===== config.mk =====
export PLATFORM = sky130hd
export DESIGN_NAME = soi_tracer
export DESIGN_NICKNAME = d
export VERILOG_FILES = /design/src/rtl/soi_tracer.sv
export SDC_FILE = /design/constraint.sdc
export NUM_CORES = 1
export LEC_CHECK = 0
export ABC_AREA = 1
export CORE_MARGIN = 2
export CORE_UTILIZATION = 40
export CTS_CLUSTER_SIZE = 12
export DETAILED_ROUTE_END_ITERATION = 6
export MAX_ROUTING_LAYER = met4
export PLACE_DENSITY = 0.62
export SLEW_MARGIN = 20
export SYNTH_ARGS = -nofsm -noshare
export SYNTH_HDL_FRONTEND = slang
export SYNTH_SLANG_ARGS = --single-unit

===== constraint.sdc =====
create_clock -name clk -period 2.2 [get_ports clk]
set_input_delay 0.22 -clock clk [delete_from_list [all_inputs] [get_ports clk]]
set_output_delay 0.22 -clock clk [all_outputs]
set_load 0.02 [all_outputs]

===== src/rtl/soi_tracer.sv =====
// soi_tracer: logs every change of a signal of interest as {value, timestamp} into a FWFT FIFO
// drained by a valid/ready host port. Optional `SOI_TRACER_TIMESTAMP_EN builds the timestamp path.
module soi_tracer #(
  parameter int W     = 1,
  parameter int DEPTH = 8,
  parameter int TS_W  = 16
) (
  input  logic                       clk,
  input  logic                       rst_n,
  input  logic                       enable,
  input  logic [W-1:0]               soi,
  input  logic                       rd_ready,
  output logic                       rd_valid,
  output logic [W-1:0]               rd_value,
  output logic [TS_W-1:0]            rd_time,
  output logic [$clog2(DEPTH+1)-1:0] level,
  output logic [15:0]                overflow_cnt
);

  localparam int AW = $clog2(DEPTH);
  localparam int LW = $clog2(DEPTH+1);

  typedef enum logic {BASELINE, TRACK} state_t;

  state_t         state_q, state_d;
  logic [W-1:0]   prev_q;
  logic           push_req;
  logic           pop;
  logic           full;
  logic           wr_en;
  logic           drop;

  logic [W-1:0]   mem_val [DEPTH];
  logic [AW-1:0]  wr_ptr, rd_ptr;
  logic [LW-1:0]  level_q;
  logic [15:0]    ovf_q;

  // ---------------------------------------------------------------------------
  // Change detector
  // ---------------------------------------------------------------------------
  // NOTE: every signal driven here gets a default first, so no path leaves it
  // unassigned and no latch is inferred.
  always_comb begin
    state_d  = state_q;
    push_req = 1'b0;
    if (!enable) begin
      state_d = BASELINE;
    end else begin
      case (state_q)
        BASELINE: begin
          push_req = 1'b1;
          state_d  = TRACK;
        end
        TRACK:    push_req = (soi != prev_q);
        default:  state_d  = BASELINE;
      endcase
    end
  end

  // NOTE: sequential state uses non-blocking assignments so every register
  // samples the pre-edge values of its peers.
  always_ff @(posedge clk or negedge rst_n) begin
    if (!rst_n) begin
      state_q <= BASELINE;
      prev_q  <= '0;
    end else begin
      state_q <= state_d;
      // A push happens exactly when an enabled sample must become the new reference.
      if (push_req) prev_q <= soi;
    end
  end

  // ---------------------------------------------------------------------------
  // FIFO control: a pop in the same cycle frees the slot a full-FIFO push needs
  // ---------------------------------------------------------------------------
  assign rd_valid = (level_q != '0);
  assign full     = (level_q == LW'(DEPTH));
  assign pop      = rd_valid && rd_ready;
  assign wr_en    = push_req && (!full || pop);
  assign drop     = push_req && full && !pop;

  always_ff @(posedge clk or negedge rst_n) begin
    if (!rst_n) begin
      wr_ptr  <= '0;
      rd_ptr  <= '0;
      level_q <= '0;
      ovf_q   <= '0;
    end else begin
      if (wr_en) wr_ptr <= wr_ptr + AW'(1);
      if (pop)   rd_ptr <= rd_ptr + AW'(1);
      case ({wr_en, pop})
        2'b10:   level_q <= level_q + LW'(1);
        2'b01:   level_q <= level_q - LW'(1);
        default: level_q <= level_q;
      endcase
      if (drop && ovf_q != 16'hFFFF) ovf_q <= ovf_q + 16'd1;
    end
  end

  // NOTE: storage is not reset; the pointers and occupancy define which entries
  // are meaningful, and reads of empty slots are masked to zero below.
  always_ff @(posedge clk) begin
    if (wr_en) mem_val[wr_ptr] <= soi;
  end

  assign rd_value     = rd_valid ? mem_val[rd_ptr] : '0;
  assign level        = level_q;
  assign overflow_cnt = ovf_q;

  // ---------------------------------------------------------------------------
  // Timestamp path
  // ---------------------------------------------------------------------------
`ifdef SOI_TRACER_TIMESTAMP_EN
  logic [TS_W-1:0] ts_q;
  logic [TS_W-1:0] mem_ts [DEPTH];

  // Free-running and wrapping; the entry carries the value held before the push edge.
  always_ff @(posedge clk or negedge rst_n) begin
    if (!rst_n) ts_q <= '0;
    else        ts_q <= ts_q + TS_W'(1);
  end

  always_ff @(posedge clk) begin
    if (wr_en) mem_ts[wr_ptr] <= ts_q;
  end

  assign rd_time = rd_valid ? mem_ts[rd_ptr] : '0;
`else
  assign rd_time = '0;
`endif

endmodule


### Gate families picked out, run 1

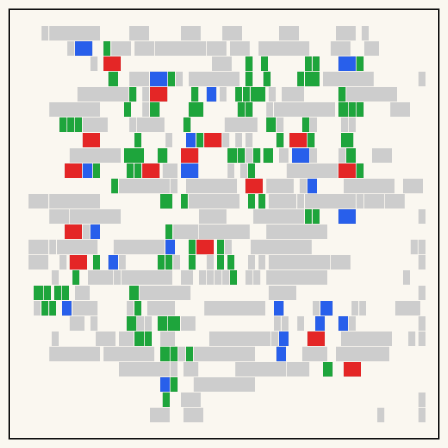
aoi and oai cells -> blue  # cells 21, most used o21ai_0
xor and xnor cells -> red  # cells 15, most used xor2_1
nand cells -> green  # cells 86, most used nand2_1

### Signal wires by layer, run 1

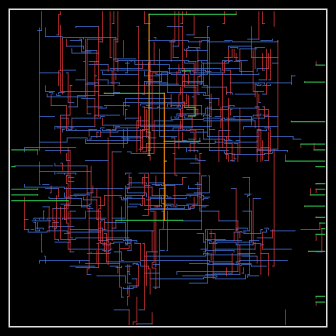
metal 4 -> orange  # wire length 64.6 µm
metal 2 -> red  # wire length 1660 µm
metal 1 -> blue  # wire length 1930 µm
metal 3 -> green  # wire length 163 µm

### Cell area per tile, run 1

8 x 8 tiles, from white (low) to dark blue (high), 0 to 100% covered.
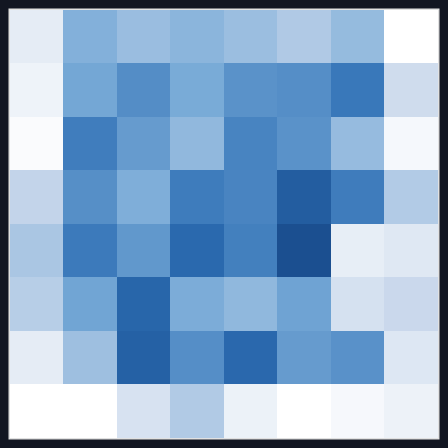
nearly empty tiles = 6.2%
emptiest ninth of the die = south-east
densest ninth of the die = centre

### Metal 2, run 1

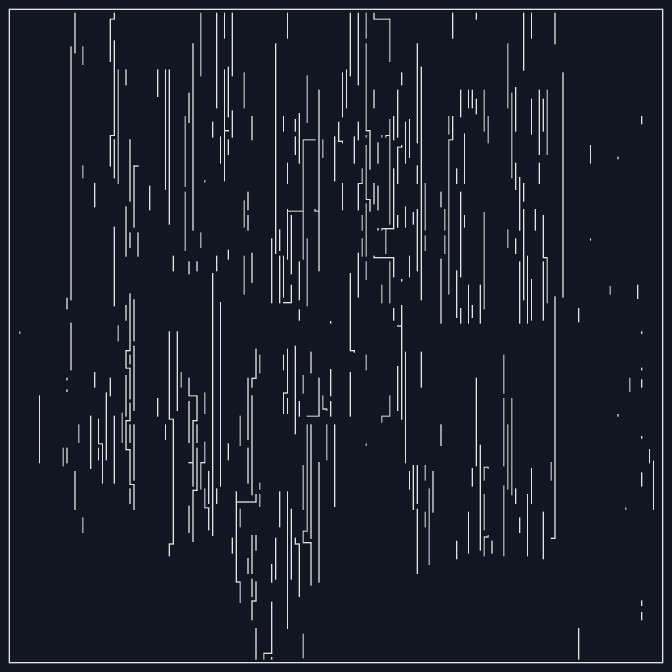
wire length on this layer = 1660 µm
share of all routed wire = 43%

==> job_summary.md, run 1 <==
## PnR job results

| Metric | Value |
|---|---|
| Fill count | 505 |
| Layout clock area frac | 4.63% |
| TritonCTS clock tree | built |
| Yosys aoi share | 6.54% |
| Final Cycle Share | 88.0% |
| And+or+nand+nor area frac | 25.4% |
| Multi-input gate share of total cell area | 38.2% |
| Xor/xnor share | 6.30% |
| Outcome | finished, final reports clean |
| Dominant comb cell | simple AND/OR/NAND/NOR gates |
| Clk buf depth | 2 |
| Die width | 76.2 µm |
| Commonest cells in the netlist | nand2_1, nor2_1, dfrtp_1 |
| RSZ-0062 raised after global routing | no |
| Port buffer count | 26 |
| P_sw | 0.00107 W |
| # setup viols final | 0 |
| Slew Viols, Final | 0 |
| Sequential share of power | 38.0% |
| Buffering overhead | 12.5% |
| Root buf cell | clkbuf_8 |
| # placed instances | 347 |
| Tot Pwr | 0.00282 W |
| F_max | 0.517 GHz |
| Cell Rows | 26 |
| Min Hold Slack | 0.316 ns |
| Drt via density | 4.44 |
| Cell count of the worst reg-to-reg path | 12 |
| Final Non-Filler Cells | 355 |
| Initial antenna violation count | 0 |
| Vias in the first global route | 1467 |
| # Cells Yosys | 248 |
| Fin. Hold Viols | 0 |
| Flop Count | 36 |
| Mux area share | 1.02% |
| Cell count after synthesis | 248 |
| Top cells by area | dfrtp_1, edfxtp_1, nand2_1 |
| Critical Path RT | 1.98 ns |
| Pwr top | combinational cells |
| Crit path DAT | 1.72 ns |
| Largest class | logic gates |
| Yosys cell types | 29 |
## run 1: worst max-delay path by stage
stage	from	to	slack (ns)	cells past startpoint
finish	level[0]	rd_valid	0.26	4
global route	level[0]	level[3]	0.02	12
CTS	rd_ptr[0]	rd_value	0.04	6
detailed placement	soi	level[3]	0.03	15
global placement	soi	level[3]	0.08	15
floorplan	level[0]	level[3]	0.09	12
## run 1: per-layer routing
metal	share of wire (%)	routed length (µm)	global-route usage, %
met1	51	1930	19.2
met2	43	1660	22.2
met3	4.2	162	3.67
met4	1.7	64	5.82
met5	0	0	-
## run 1: state kept, by name, indices dropped and copies added (netlist names)
| register | flops |
|---|---|
| wr_ptr | 3 |
| overflow_cnt | 16 |
| rd_ptr | 3 |
| level | 4 |
| prev_q | 1 |
| mem_val | 8 |
| state_q | 1 |
### Congestion heat map, run 1

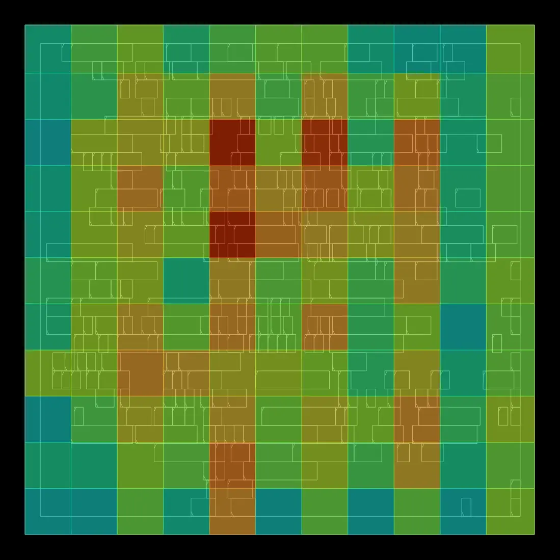

==> inputs of run 2 (changes only) <==
clock period = 1.9 ns   (was 2.2 ns; I/O delays follow)
### Congestion heat map, run 2

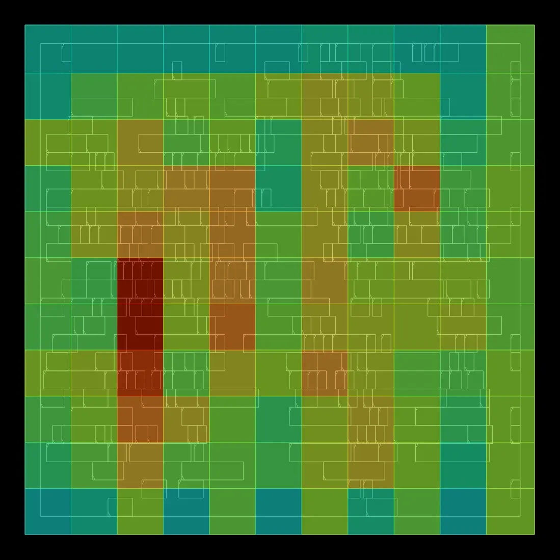
Finished Core Util: 51.9%
GR Util met2: 25.8%

==> job_summary.md, run 2 <==
## PnR job results

| Metric | Value |
|---|---|
| Outcome | finished, final reports clean |
| Cell Rows | 26 |
| Drt via density | 4.47 |
| Tot Pwr | 0.00333 W |
| # setup viols final | 0 |
| Clk buf depth | 2 |
| Final Non-Filler Cells | 368 |
| Mux area share | 1.02% |
| # Cells Yosys | 248 |
| Xor/xnor share | 6.30% |
| WL met2 | 2010 µm |
| DRT met1 WL | 1910 µm |
| Sequential Power | 0.00122 W |
| Top sig layer | met4 |
| Met3 usage | 3.55% |
| Pwr top | combinational cells |
| Vias in the first global route | 1588 |
| Max FFs per register | 16 |
| And+or+nand+nor area frac | 25.4% |
| Cell count after synthesis | 248 |
| Critical Path RT | 2.08 ns |
| Met3 WL | 178 µm |
| F_max | 0.547 GHz |
| Fin. Hold Viols | 0 |
| Cell count of the worst reg-to-reg path | 12 |
| Slew Viols, Final | 0 |
| GR peak layer | met2 |
| Critical Setup Path Class | reg2reg |
| # placed instances | 357 |
| TritonCTS clock tree | built |
| Commonest cells in the netlist | nand2_1, nor2_1, dfrtp_1 |
| Global routing usage on met1 | 18.5% |
| Port buffer count | 26 |
| Dominant comb cell | simple AND/OR/NAND/NOR gates |
| Root buf cell | clkbuf_8 |
| Top cells by area | dfrtp_1, edfxtp_1, nand2_1 |
| Sequential share of power | 36.7% |
| Crit path DAT | 2.01 ns |
-- run 2: cell counts after synthesis --
No cell type changed its count.
-- run 2: how the worst max path moves through the flow --
stage | startpoint | end | slack, ns | depth (start not counted)
2_1_floorplan | level[0] | level[3] | 0.01 | 12
3_3_place_gp | soi | level[3] | -0.21 | 15
3_5_place_dp | soi | level[3] | -0.28 | 15
4_1_cts | soi | level[3] | 0.01 | 15
5_1_grt | level[1] | level[3] | -0.01 | 12
6_report | level[1] | level[3] | 0.07 | 12
-- run 2: layout make-up --
class | count | area, µm²
fill | 490 | 2440
multi-input combinational | 184 | 995
sequential | 36 | 946
timing repair buffer | 46 | 433
inverter | 24 | 90.1
tap | 70 | 87.6
clock buffer | 6 | 72.6
clock inverter | 2 | 11.3
Power and IR drop assume default switching activity.
